File: src/rtl/fwd_pkg.sv
// Shared types for the ID-stage forwarding scoreboard: in-flight entry record
// and the position-based readiness rule for ALU versus load results.
package fwd_pkg;

  // Entry addresses are stored zero-extended; modules support AW up to this width.
  localparam int ENTRY_AW          = 16;
  localparam int ALU_READY_POS_DEF = 1;
  localparam int LD_READY_POS_DEF  = 2;

  typedef struct packed {
    logic                valid;
    logic [ENTRY_AW-1:0] addr;
    logic                load;
  } entry_t;

  function automatic logic ready(input int   pos,
                                 input logic load,
                                 input int   alu_pos = ALU_READY_POS_DEF,
                                 input int   ld_pos  = LD_READY_POS_DEF);
    return pos >= (load ? ld_pos : alu_pos);
  endfunction

endpackage

File: src/rtl/fwd_port_match.sv
// One read port of the forwarding scoreboard: finds the youngest in-flight
// writer of rd_addr and either forwards its stage data or requests a stall.
module fwd_port_match
  import fwd_pkg::*;
#(
  parameter int DEPTH         = 3,
  parameter int AW            = 5,
  parameter int DW            = 32,
  parameter int ALU_READY_POS = ALU_READY_POS_DEF,
  parameter int LD_READY_POS  = LD_READY_POS_DEF
) (
  input  entry_t [DEPTH-1:0]    entries,
  input  logic   [AW-1:0]       rd_addr,
  input  logic   [DW-1:0]       rf_data,
  input  logic   [DEPTH*DW-1:0] stage_data,
  output logic   [DW-1:0]       data,
  output logic                  hit,
  output logic                  needs_stall
);

  logic found;

  // Only the youngest match counts; an older ready copy is stale whenever a
  // younger writer of the same register is still in flight.
  always_comb begin
    found       = 1'b0;
    hit         = 1'b0;
    needs_stall = 1'b0;
    data        = rf_data;
    for (int k = 0; k < DEPTH; k++) begin
      if (!found && entries[k].valid && (rd_addr != '0) &&
          (entries[k].addr == ENTRY_AW'(rd_addr))) begin
        found = 1'b1;
        if (ready(k, entries[k].load, ALU_READY_POS, LD_READY_POS)) begin
          hit  = 1'b1;
          data = stage_data[k*DW +: DW];
        end else begin
          needs_stall = 1'b1;
        end
      end
    end
  end

endmodule

File: src/rtl/id_forwarding_scoreboard.sv
// ID-stage operand forwarding with load-aware stall over DEPTH tracked stages.
// Optional FWD_STATS_EN adds saturating stall / forward event counters.
module id_forwarding_scoreboard
  import fwd_pkg::*;
#(
  parameter int NUM_READ      = 2,
  parameter int DEPTH         = 3,
  parameter int AW            = 5,
  parameter int DW            = 32,
  parameter int ALU_READY_POS = ALU_READY_POS_DEF,
  parameter int LD_READY_POS  = LD_READY_POS_DEF
) (
  input  logic                   clk_i,
  input  logic                   rst_ni,
  input  logic                   hold_i,
  input  logic                   flush_i,
  input  logic                   issue_valid_i,
  input  logic                   issue_wen_i,
  input  logic                   issue_load_i,
  input  logic [AW-1:0]          issue_addr_i,
  input  logic [NUM_READ*AW-1:0] rd_addr_i,
  input  logic [NUM_READ*DW-1:0] rf_data_i,
  input  logic [DEPTH*DW-1:0]    stage_data_i,
  output logic [NUM_READ*DW-1:0] rd_data_o,
  output logic [NUM_READ-1:0]    fwd_hit_o,
  output logic                   stall_o
`ifdef FWD_STATS_EN
  ,
  output logic [31:0]            stall_cnt_o,
  output logic [31:0]            fwd_cnt_o
`endif
);

  entry_t [DEPTH-1:0] entry_reg;
  entry_t [DEPTH-1:0] entry_next;
  logic [NUM_READ-1:0] port_stall;
  logic               issue_accept;

  // A stalled instruction stays in ID, so it must not be recorded yet.
  assign issue_accept = issue_valid_i & issue_wen_i & (issue_addr_i != '0) & ~stall_o;

  always_comb begin
    entry_next = entry_reg;
    if (!hold_i) begin
      for (int k = DEPTH - 1; k > 0; k--) begin
        entry_next[k] = entry_reg[k-1];
      end
      entry_next[0].valid = issue_accept & ~flush_i;
      entry_next[0].addr  = ENTRY_AW'(issue_addr_i);
      entry_next[0].load  = issue_load_i;
    end else if (flush_i) begin
      entry_next[0].valid = 1'b0;
    end
  end

  always_ff @(posedge clk_i or negedge rst_ni) begin
    if (!rst_ni) begin
      entry_reg <= '0;
    end else begin
      entry_reg <= entry_next;
    end
  end

  generate
    for (genvar gi = 0; gi < NUM_READ; gi++) begin : g_port
      fwd_port_match #(
        .DEPTH        (DEPTH),
        .AW           (AW),
        .DW           (DW),
        .ALU_READY_POS(ALU_READY_POS),
        .LD_READY_POS (LD_READY_POS)
      ) u_match (
        .entries    (entry_reg),
        .rd_addr    (rd_addr_i[gi*AW +: AW]),
        .rf_data    (rf_data_i[gi*DW +: DW]),
        .stage_data (stage_data_i),
        .data       (rd_data_o[gi*DW +: DW]),
        .hit        (fwd_hit_o[gi]),
        .needs_stall(port_stall[gi])
      );
    end
  endgenerate

  assign stall_o = |port_stall;

`ifdef FWD_STATS_EN
  localparam int POP_W = $clog2(NUM_READ + 1);

  logic [31:0]      stall_cnt_reg;
  logic [31:0]      fwd_cnt_reg;
  logic [POP_W-1:0] hit_pop;
  logic [32:0]      fwd_sum;

  always_comb begin
    hit_pop = '0;
    for (int p = 0; p < NUM_READ; p++) begin
      hit_pop = hit_pop + POP_W'(fwd_hit_o[p]);
    end
    fwd_sum = {1'b0, fwd_cnt_reg} + 33'(hit_pop);
  end

  // Held cycles are not counted: the stall there is caused by memory, not hazards.
  always_ff @(posedge clk_i or negedge rst_ni) begin
    if (!rst_ni) begin
      stall_cnt_reg <= '0;
      fwd_cnt_reg   <= '0;
    end else begin
      if (stall_o && !hold_i && (stall_cnt_reg != '1)) begin
        stall_cnt_reg <= stall_cnt_reg + 32'd1;
      end
      if (issue_valid_i && !stall_o && !hold_i) begin
        fwd_cnt_reg <= fwd_sum[32] ? '1 : fwd_sum[31:0];
      end
    end
  end

  assign stall_cnt_o = stall_cnt_reg;
  assign fwd_cnt_o   = fwd_cnt_reg;
`endif

endmodule

File: config.mk
export PLATFORM = sky130hd
export DESIGN_NAME = id_forwarding_scoreboard
export DESIGN_NICKNAME = d
export VERILOG_FILES = /design/src/rtl/fwd_pkg.sv /design/src/rtl/fwd_port_match.sv /design/src/rtl/id_forwarding_scoreboard.sv
export SDC_FILE = /design/constraint.sdc
export NUM_CORES = 1
export LEC_CHECK = 0
export ABC_AREA = 1
export CAP_MARGIN = 20
export CORE_UTILIZATION = 30
export DETAILED_ROUTE_END_ITERATION = 12
export PLACE_DENSITY = 0.75
export SETUP_SLACK_MARGIN = 0.05
export SLEW_MARGIN = 20
export SYNTH_ARGS = -nofsm -noshare
export SYNTH_HDL_FRONTEND = slang
export SYNTH_SLANG_ARGS = --single-unit
export TNS_END_PERCENT = 5
File: constraint.sdc
create_clock -name clk_i -period 1.5 [get_ports clk_i]
set_input_delay 0.15 -clock clk_i [delete_from_list [all_inputs] [get_ports clk_i]]
set_output_delay 0.15 -clock clk_i [all_outputs]
set_load 0.03 [all_outputs]
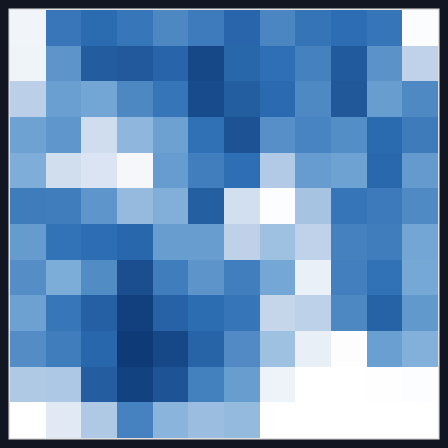
*Local utilization, run 1*
12 x 12 tiles, from white (low) to dark blue (high), 0 to 100% covered.
tiles over 75% full	23%
emptiest ninth of the die	bottom right
nearly empty tiles	8.3%
densest ninth of the die	top middle
mean over tiles	54%
fullest tile	96%

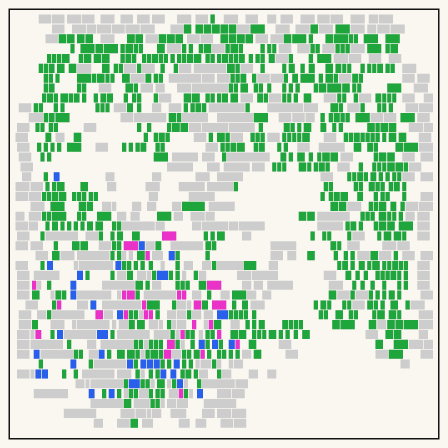
*Selected gate families, run 1*
family	color	cells
nor cells	magenta	27
nand cells	green	662
aoi and oai cells	blue	34

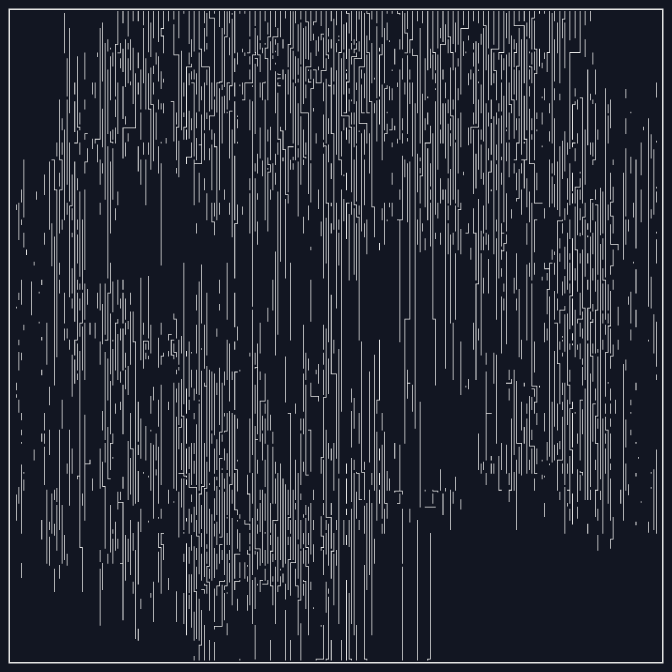
*Met2 routing, run 1*
main direction	vertical
nets with wire on the layer	960
wire length on this layer	9490 um
longest straight run	58.8 um
share of all routed wire	46%
final routed wirelength across all metal layers: 20600 um
global-route track usage on met2: 46.4%

==> results.json, run 1 <==
{
  "run_status": "finished, violations left",
  "violations": "setup timing",
  "grt_pass1_vias": 6154,
  "cts_resized": 60,
  "post_cts_buffers": 12,
  "hpwl_um": 14000,
  "yosys.cell_types.count": 24,
  "final.fill_count": 1225,
  "clockRootBuffer": "clkbuf_16",
  "tritoncts.num_buffers": 3,
  "post_synth_inst_count": 844,
  "post_drt_antenna_nets": 0,
  "core_util_floorplan_pct": 30.7,
  "async_flop_share_pct": 100,
  "largest_reg_flops": 20,
  "fraction_of_layout_instances_using_a_drive_strength_above_1_pct": 26.5,
  "core_um2": 13200,
  "synth-warning-count": 0,
  "synthFlopType": "dfrtp_1",
  "ir_drop_mv": 0.510,
  "final-hold-violation-count": 0,
  "timing.critical_path.fanout_max": 7,
  "die_x_um": 118,
  "number_of_top_level_design_ports": 249,
  "ys_seq_share_pct": 12.4,
  "setup_slack_ns": -0.750,
  "drt_drc_violations_left": 0,
  "worst_slew_margin_rel_pct": 75.1,
  "p_leak_nw": 4.02,
  "timing.final.setup_violations": 68,
  "synthesis.area_um2": 4040,
  "die_area_um2": 13900,
  "worst-slew-pin-transition_ns": 0.373,
  "power-per-cell-area_nw_per_um2": 449,
  "fin_area_um2": 7750,
  "antenna_found_initial": 0,
  "fin_skew_ns": 0.00262,
  "hold_path_class": "input port to async pin",
  "post-synth-top-count-cell": "nand2_1",
  "holdBufCountCts": 0,
  "top_area_share_pct": 48.1,
  "detail_route.vias_per_cell": 5.31,
  "globalRouteTotalUtil_pct": 28.2,
  "place.gp.congestion": 0.973,
  "antenna_cells_inserted": 0,
  "ys_cells": 844,
  "numPortBuffers": 216,
  "detailedRoute.firstIterationViolations": 761,
  "clock_sinks": 20,
  "final-instance-count-excl-fill": 1266,
  "vias": 6722,
  "layout-area-overhead-vs-synth_pct": 91.6,
  "clock.latency.late_pin_ns": 0.26,
  "setup.worst_path.end_class": "primary output",
  "clock_tree.buffer_depth": 2,
  "maxCapViolations": 0,
  "mappedNetlistNets": 1026,
  "post-place-cells": 1236,
  "final_core_util_pct": 58.7,
  "timing_worst_setup_path_type": "register to primary output",
  "synth.top_cells.by_count": "nand2_1, nand3_1, nand4_1, buf_2, inv_1",
  "achievable-frequency_mhz": 445
}
run 1: layer usage:
metal / wire, um / vias up / global-route usage (%)
li1: - / 3197 / -
met1: 8520 / 3036 / 37.7
met2: 9490 / 409 / 46.4
met3: 1780 / 80 / 3.59
met4: 813 / 0 / 9.86
met5: 0 / - / 0
run 1: metrics by stage:
step                hold WS (ns)  total power [W]  setup TNS (ns)  worst slack (ns)
global route               0.281          0.00368          -54.77            -0.869
detailed placement         0.522          0.00254          -47.13            -0.790
global placement           0.500          0.00253          -46.81            -0.829
finish                     0.238          0.00348          -46.63            -0.750
CTS                        0.248          0.00338          -43.23            -0.689
floorplan                 -0.146          0.00159           -5.52           -0.0966
run 1: logic make-up (layout without fill, tap and decap cells):
logic type / Yosys count / in the layout / share of synthesized area (%)
AND-OR/OR-AND: 34 / 34 / 4.30
XOR/XNOR: 2 / 2 / 0.433
buffers and inverters: 98 / 344 / 11.3
flip-flops: 20 / 20 / 12.4
AND/OR/NAND/NOR: 690 / 690 / 71.6
run 1: area by class of cell:
class	count	share of cell area (%)
Clock inverter	1	0.388
Clock buffer	3	0.969
Inverter	36	1.74
Multi-Input combinational cell	726	45.3
Sequential cell	20	6.51
Tap cell	176	2.84
Timing Repair Buffer	304	42.3
run 1: worst max-delay path, cell delays in order, from the launching register on:
cell and delay (ns):
dfrtp_1 0.42, inv_2 0.12, o21ai_2 0.08, nor2_2 0.16
nand3_2 0.15, nand2_4 0.20, nand3_4 0.18, clkbuf_16 0.22
nand2_1 0.08, nand2_2 0.07, buf_6 0.14
run 1: placed cells by master, fill, tap and decap left out, types with 5 or more instances in the layout:
| cell | instances |
|---|---|
| clkbuf_16 | 7 |
| buf_12 | 20 |
| dlygate4sd2_1 | 6 |
| clkdlybuf4s50_1 | 140 |
| nor2_1 | 17 |
| nand2_2 | 61 |
| buf_6 | 52 |
| nor2_2 | 5 |
| dfrtp_1 | 17 |
| inv_1 | 17 |
| buf_4 | 74 |
| o21ai_0 | 22 |
| nand3_1 | 72 |
| a21oi_1 | 5 |
| nand2_4 | 31 |
| nand4_1 | 67 |
| inv_2 | 18 |
| nand2_1 | 428 |
run 1: power breakdown:
group	leakage [nW]	internal (W)	switching, W
registers	0.248	0.000595	0.0000621
logic	3.72	0.000986	0.00108
clock network	0.0511	0.000530	0.000227
total	4.02	0.00211	0.00137
run 1: final timing paths:
| path | startpoint | endpoint | slack [ns] | cells after the start |
|---|---|---|---|---|
| worst max register to register | entry_reg[3]$_DFFE_PN0N_ | entry_reg[17]$_DFFE_PN0P_ | -0.20 | 13 |
| worst min register to register | entry_reg[0]$_DFFE_PN0N_ | entry_reg[18]$_DFFE_PN0N_ | 0.53 | 2 |
| max in group asynchronous | rst_ni | entry_reg[18]$_DFFE_PN0N_ | 1.02 | 2 |
| worst max-delay path | entry_reg[4]$_DFFE_PN0N_ | rd_data_o[54] | -0.75 | 10 |
| min in group clk_i | issue_addr_i[4] | entry_reg[5]$_DFFE_PN0N_ | 0.46 | 3 |
| worst min-delay path | rst_ni | entry_reg[4]$_DFFE_PN0N_ | 0.24 | 2 |
### Wiring by layer, run 1

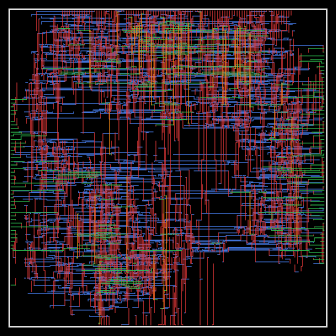

## Run 2: what changed since run 1
Settings changed: CAP_MARGIN 20 to unset, GPL_ROUTABILITY_DRIVEN set to 0.
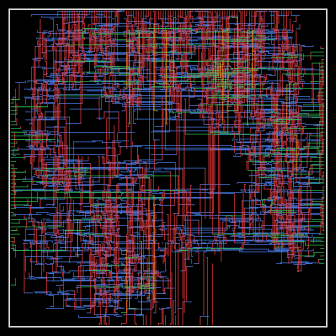
*Wiring by layer, run 2*
layer	color	wire length
metal 2	red	9380 um
metal 4	orange	603 um
metal 3	green	1740 um
metal 1	blue	8350 um

==> results.json, run 2 <==
{
  "layout_top_cell": "nand2_1",
  "slowest_delay_ns": 0.58,
  "drt_drc_violations_left": 0,
  "tritoncts.num_buffers": 3,
  "layout-area-overhead-vs-synth_pct": 86.2,
  "critical_path.startpoint": "rd_addr_i[6]",
  "run_status": "finished, violations left",
  "mappedNetlistNets": 1026,
  "synthFlopType": "dfrtp_1",
  "crit_path_frequent_cell": "nor2_1",
  "fin_total_pwr_w": 0.00342,
  "critical_path.cell_chain": "clkdlybuf4s50_1 -> nor2_1 -> nand2_1 -> nor2_1 -> nor2_1 -> nand3_2 -> buf_4 -> nand3_4 -> buf_12 -> nand2_1 -> nand2_2 -> buf_4",
  "synth.top_cells.by_count": "nand2_1, nand3_1, nand4_1, buf_2, inv_1",
  "setup_slack_ns": -0.712,
  "post_drt_antenna_nets": 0,
  "maxCapViolations": 0,
  "post-synth-top-count-cell": "nand2_1",
  "clock_tree.buffer_depth": 2,
  "fin_skew_ns": 0.00225,
  "detailedRoute.firstIterationViolations": 754,
  "detail_route.vias_per_cell": 5.23,
  "timing.critical_path.fanout_max": 14,
  "timing.final.setup_violations": 68,
  "achievable-frequency_mhz": 452,
  "worst_slew_margin_rel_pct": 80.3,
  "post_synth_inst_count": 844,
  "grt_pass1_vias": 5708,
  "sum_of_negative_setup_slack_ns": -43.95,
  "hpwl_um": 14000,
  "hold_slack_ns": 0.240,
  "clock_sinks": 20,
  "async_flop_share_pct": 100,
  "numPortBuffers": 216,
  "violations": "setup timing",
  "yosys.cell_types.count": 24,
  "synthesis.area_um2": 4040
}
-- run 2: what timing repair did --
action	in CTS	in global routing
gates cloned	4	2
endpoints found under the hold margin	0	0
hold buffers	0	0
buffers inserted	2	1
setup endpoints to repair	68	68
gates resized	54	59
pin swaps	9	12
-- run 2: cell type report --
class	count	area share, %
inverter	36	1.79
clock buffer	3	0.997
tap	176	2.92
timing repair buffer	280	40.5
sequential	20	6.68
clock inverter	1	0.399
antenna	1	0.0332
multi-input combinational	726	46.7
-- run 2: stage by stage --
step / instance area [um2] / utilization (%) / std cells
after detailed placement: 6870 / 52.1 / 1229
after global placement: 6870 / 52.1 / 1229
after global routing: 7530 / 57.1 / 1242
after floorplan: 4390 / - / 844
final: 7530 / 57.1 / 1243
after CTS: 7260 / 55.0 / 1239
-- run 2: path summary, 6_finish.rpt --
path                                             end  slack (ns)  cells after the start
max                                    rd_data_o[54]       -0.71                     12
min reg2reg                entry_reg[21]$_DFFE_PN0N_        0.54                      2
min                         entry_reg[4]$_DFFE_PN0N_        0.24                      2
min in group clk_i          entry_reg[4]$_DFFE_PN0N_        0.45                      3
max in group asynchronous  entry_reg[18]$_DFFE_PN0N_        1.02                      2
max reg2reg                entry_reg[17]$_DFFE_PN0P_       -0.10                     11
-- run 2: kinds of logic after synthesis --
family	Yosys count	synth area share [%]
flip-flops	20	12.4
XOR/XNOR	2	0.433
AND/OR/NAND/NOR	690	71.6
buffers and inverters	98	11.3
AND-OR/OR-AND	34	4.30
-- run 2: where the power goes --
| part | total (W) | switching [W] | internal (W) |
|---|---|---|---|
| Clock | 0.000748 | 0.000218 | 0.000530 |
| Sequential | 0.000650 | 0.0000551 | 0.000595 |
| Combinational | 0.00203 | 0.00106 | 0.000966 |
| Total | 0.00342 | 0.00133 | 0.00209 |
-- run 2: critical path: cells and delay by family --
| kind | cells | cell delay (ns) |
|---|---|---|
| buffers and inverters | 4 | 1.11 |
| AND/OR/NAND/NOR | 8 | 0.78 |
-- run 2: metal layers --
layer	track usage, %	share of wire, %	wire length (um)
met4	8.41	3.0	603
met3	3.54	8.7	1740
met1	36.6	42	8350
met2	44.9	47	9380
met5	0	0	0
### Met2 routing, run 2

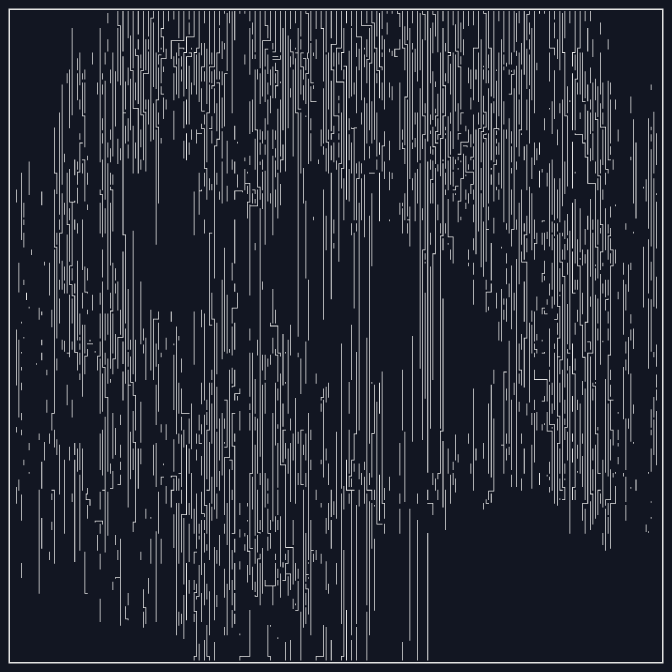

## Run 3: what changed since run 2
Settings changed: CORE_MARGIN set to 3.
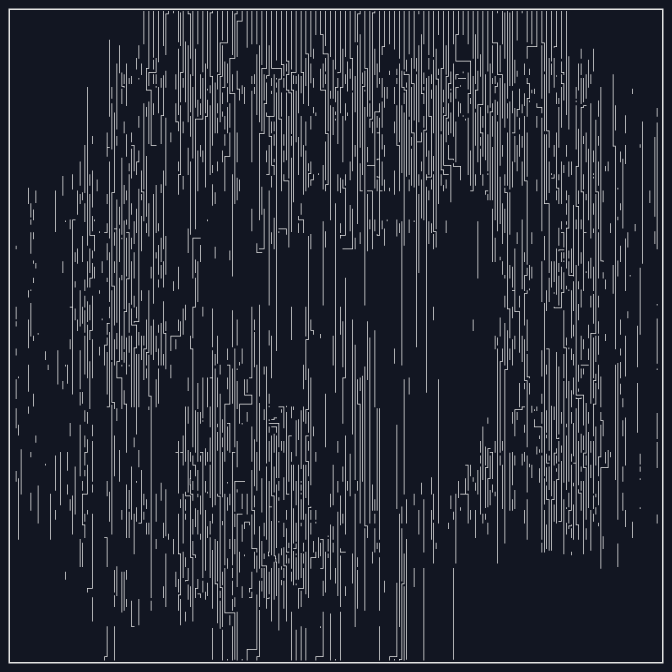
*Met2 routing, run 3*
main direction	vertical
nets with wire on the layer	932
longest straight run	51.0 um
final routed wirelength across all metal layers: 19900 um
global-route track usage on met2: 40.8%
vias after detailed routing: 6449

==> results.json, run 3 <==
{
  "ys_seq_share_pct": 12.4,
  "r2r_end": "entry_reg[17]$_DFFE_PN0P_",
  "synth-warning-count": 0,
  "dominant_logic_cell_types_in_the_final_layout": "nand2_1, clkdlybuf4s50_1, nand3_1, buf_4, nand4_1",
  "synth.top_cells.by_count": "nand2_1, nand3_1, nand4_1, buf_2, inv_1",
  "worst_slew_margin_rel_pct": 77.8,
  "cpLargestDelayFamily": "simple AND/OR/NAND/NOR gates",
  "fraction_of_layout_instances_using_a_drive_strength_above_1_pct": 23.3,
  "yosys.cell_types.count": 24,
  "num_rows": 41,
  "grt_pass1_vias": 5720,
  "post-synth-top-count-cell": "nand2_1",
  "core_util_floorplan_pct": 31.4,
  "topCellsByArea": "nand2_1, dfrtp_1, nand4_1, nand3_1, buf_2",
  "crit_path_frequent_cell": "nand2_1",
  "ir_drop_mv": 0.515,
  "grt_pass1_wl_um": 29700,
  "hpwl_um": 14500,
  "hold_path_class": "input port to async pin",
  "placement.cell_area_um2": 6880,
  "timing.final.setup_violations": 68,
  "slowest_delay_ns": 0.41,
  "cts.reportedPaths.clkPinSlew_ns": 0.06,
  "top_area_share_pct": 48.1,
  "fin_area_um2": 7350,
  "r2r_setup_slack_ns": -0.31,
  "critical_path.cell_chain": "inv_2 -> buf_4 -> nand2_1 -> nand2_1 -> nor2_1 -> nand2_1 -> nor2_4 -> buf_12 -> nand3_1 -> nand2_1 -> nand2_1 -> nand2_2 -> buf_6",
  "layout-area-overhead-vs-synth_pct": 81.9,
  "worst-slew-pin-transition_ns": 0.334,
  "detailedRoute.firstIterationViolations": 664,
  "antenna_found_initial": 0,
  "violations": "setup timing",
  "setup.worst_path.end_class": "primary output",
  "relative_contribution_of_the_clock_network_to_total_power_pct": 22.1,
  "async_flop_share_pct": 100,
  "crit_buf_inv": 4,
  "holdBufCountCts": 0,
  "intPower_w": 0.00205,
  "post_drt_antenna_nets": 0,
  "tritoncts.num_buffers": 3,
  "p_leak_nw": 3.78,
  "ys_cells": 844,
  "drt_drc_violations_left": 0,
  "finalCritPeriodShare_pct": 148,
  "die_area_um2": 14900,
  "core_um2": 12900,
  "antenna_cells_inserted": 0,
  "synthesis.area_um2": 4040,
  "hold_slack_ns": 0.235,
  "number_of_top_level_design_ports": 249,
  "timing_worst_setup_path_type": "register to primary output",
  "fin_skew_ns": 0.00293,
  "combPwrFrac_pct": 58.4,
  "sequentialPowerShare_pct": 19.5,
  "clock_sinks": 20,
  "regToRegStartpoint": "entry_reg[21]$_DFFE_PN0N_",
  "crit_slowest_cell": "dfrtp_1",
  "worst_r2r_path_depth": 12,
  "power-per-cell-area_nw_per_um2": 459,
  "detail_route.vias_per_cell": 5.20,
  "p_switching_w": 0.00132,
  "final-hold-violation-count": 0,
  "tool_warnings": 61,
  "setup_slack_ns": -0.721,
  "syn-mean-instance-area_um2": 4.79,
  "clock_tree.buffer_depth": 2,
  "final_max_slew_viol_count": 0,
  "run_status": "finished, violations left",
  "switching_share_pct": 39.2,
  "clock.latency.late_pin_ns": 0.26,
  "maxCapViolations": 0,
  "globalRouteTotalUtil_pct": 24.5,
  "clockRootBuffer": "clkbuf_16",
  "post_synth_inst_count": 844,
  "post_layout_min_period_ns": 2.22,
  "timing.critical_path.fanout_max": 33,
  "yosys_register_bits": 20,
  "tritoncts": "yes",
  "die_x_um": 122,
  "layout_top_cell": "nand2_1",
  "largest_reg_flops": 20,
  "enable_flop_cells": 0,
  "mappedNetlistNets": 1026,
  "synth.largest_area_cell": "nand2_1",
  "numPortBuffers": 216,
  "achievable-frequency_mhz": 450,
  "synthFlopType": "dfrtp_1"
}
[run 3: cell counts after synthesis]
No cell type changed its count.
[run 3: worst reg2reg max path, cell delays in order, from the launching register on]
cell	delay (ns)
dfrtp_1	0.41
inv_2	0.06
buf_4	0.13
nand2_1	0.05
nand2_1	0.05
nor2_1	0.10
nand2_1	0.12
nor2_4	0.18
buf_12	0.22
a21oi_1	0.13
buf_4	0.14
nand3_1	0.06
nand2_1	0.05
[run 3: how the worst max path moves through the flow]
stage / from / endpoint / slack (ns) / cells past startpoint
floorplan: entry_reg[23]$_DFFE_PN0N_ / fwd_hit_o[1] / -0.1 / 11
global placement: rd_addr_i[6] / rd_data_o[41] / -0.74 / 12
detailed placement: rd_addr_i[1] / rd_data_o[13] / -0.76 / 13
CTS: entry_reg[21]$_DFFE_PN0N_ / rd_data_o[45] / -0.70 / 13
global route: entry_reg[21]$_DFFE_PN0N_ / rd_data_o[45] / -0.85 / 14
finish: entry_reg[21]$_DFFE_PN0N_ / rd_data_o[45] / -0.72 / 13
[run 3: timing repair]
action,CTS,global route
pin swaps,6,8
gates resized,55,32
buffers inserted,0,1
endpoints found under the setup margin,68,68
gates cloned,1,2
[run 3: area by class of cell]
class                      count  area (um2)
multi-input combinational    726        3490
tap                          172         215
timing repair buffer         282        2910
clock inverter                 1        30.0
clock buffer                   3        75.1
fill                        1256        5520
sequential                    20         503
inverter                      36         135
[run 3: power groups by stage]
| stage | clock (W) | sequential [W] | combinational (W) |
|---|---|---|---|
| floorplan | 0 | 0.000641 | 0.000951 |
| global placement | 0 | 0.000660 | 0.00186 |
| detailed placement | 0 | 0.000662 | 0.00188 |
| CTS | 0.000755 | 0.000655 | 0.00193 |
| global route | 0.000777 | 0.000664 | 0.00214 |
| finish | 0.000747 | 0.000658 | 0.00197 |
[run 3: stage by stage]
stage	TNS, ns	util (%)	instances	power (W)	setup WS, ns
floorplan	-5.52	-	844	0.00159	-0.0966
global placement	-47.36	53.5	1232	0.00252	-0.739
detailed placement	-49.35	53.5	1232	0.00254	-0.761
CTS	-44.63	55.8	1237	0.00334	-0.701
global route	-53.33	57.1	1240	0.00358	-0.852
finish	-45.27	57.1	1240	0.00338	-0.721
[run 3: metal layers]
layer	share of wire [%]	GRT usage, %	up-vias
li1	-	-	3151
met1	41	33.5	2892
met2	47	40.8	347
met3	9.2	3.34	59
met4	2.9	5.67	0
met5	0	0	-
[run 3: kinds of logic after synthesis]
family / count (synthesis) / share of synthesized area, %
and+or+nand+nor: 690 / 71.6
buffers and inverters: 98 / 11.3
AOI/OAI and AO/OA: 34 / 4.30
DFF: 20 / 12.4
xor gates and xnor gates: 2 / 0.433

==> layout pictures side by side <==
Routing congestion.
image #1
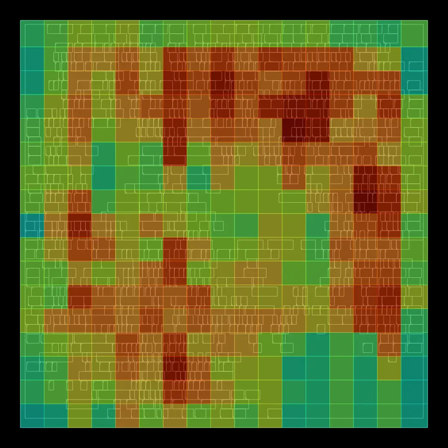
image #2
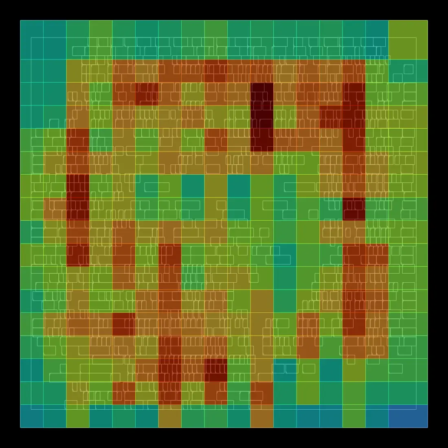
Image #2 comes from run 3.
Image #1 comes from run 2.

No activity file was given, so power comes from the tool's default toggle rates.
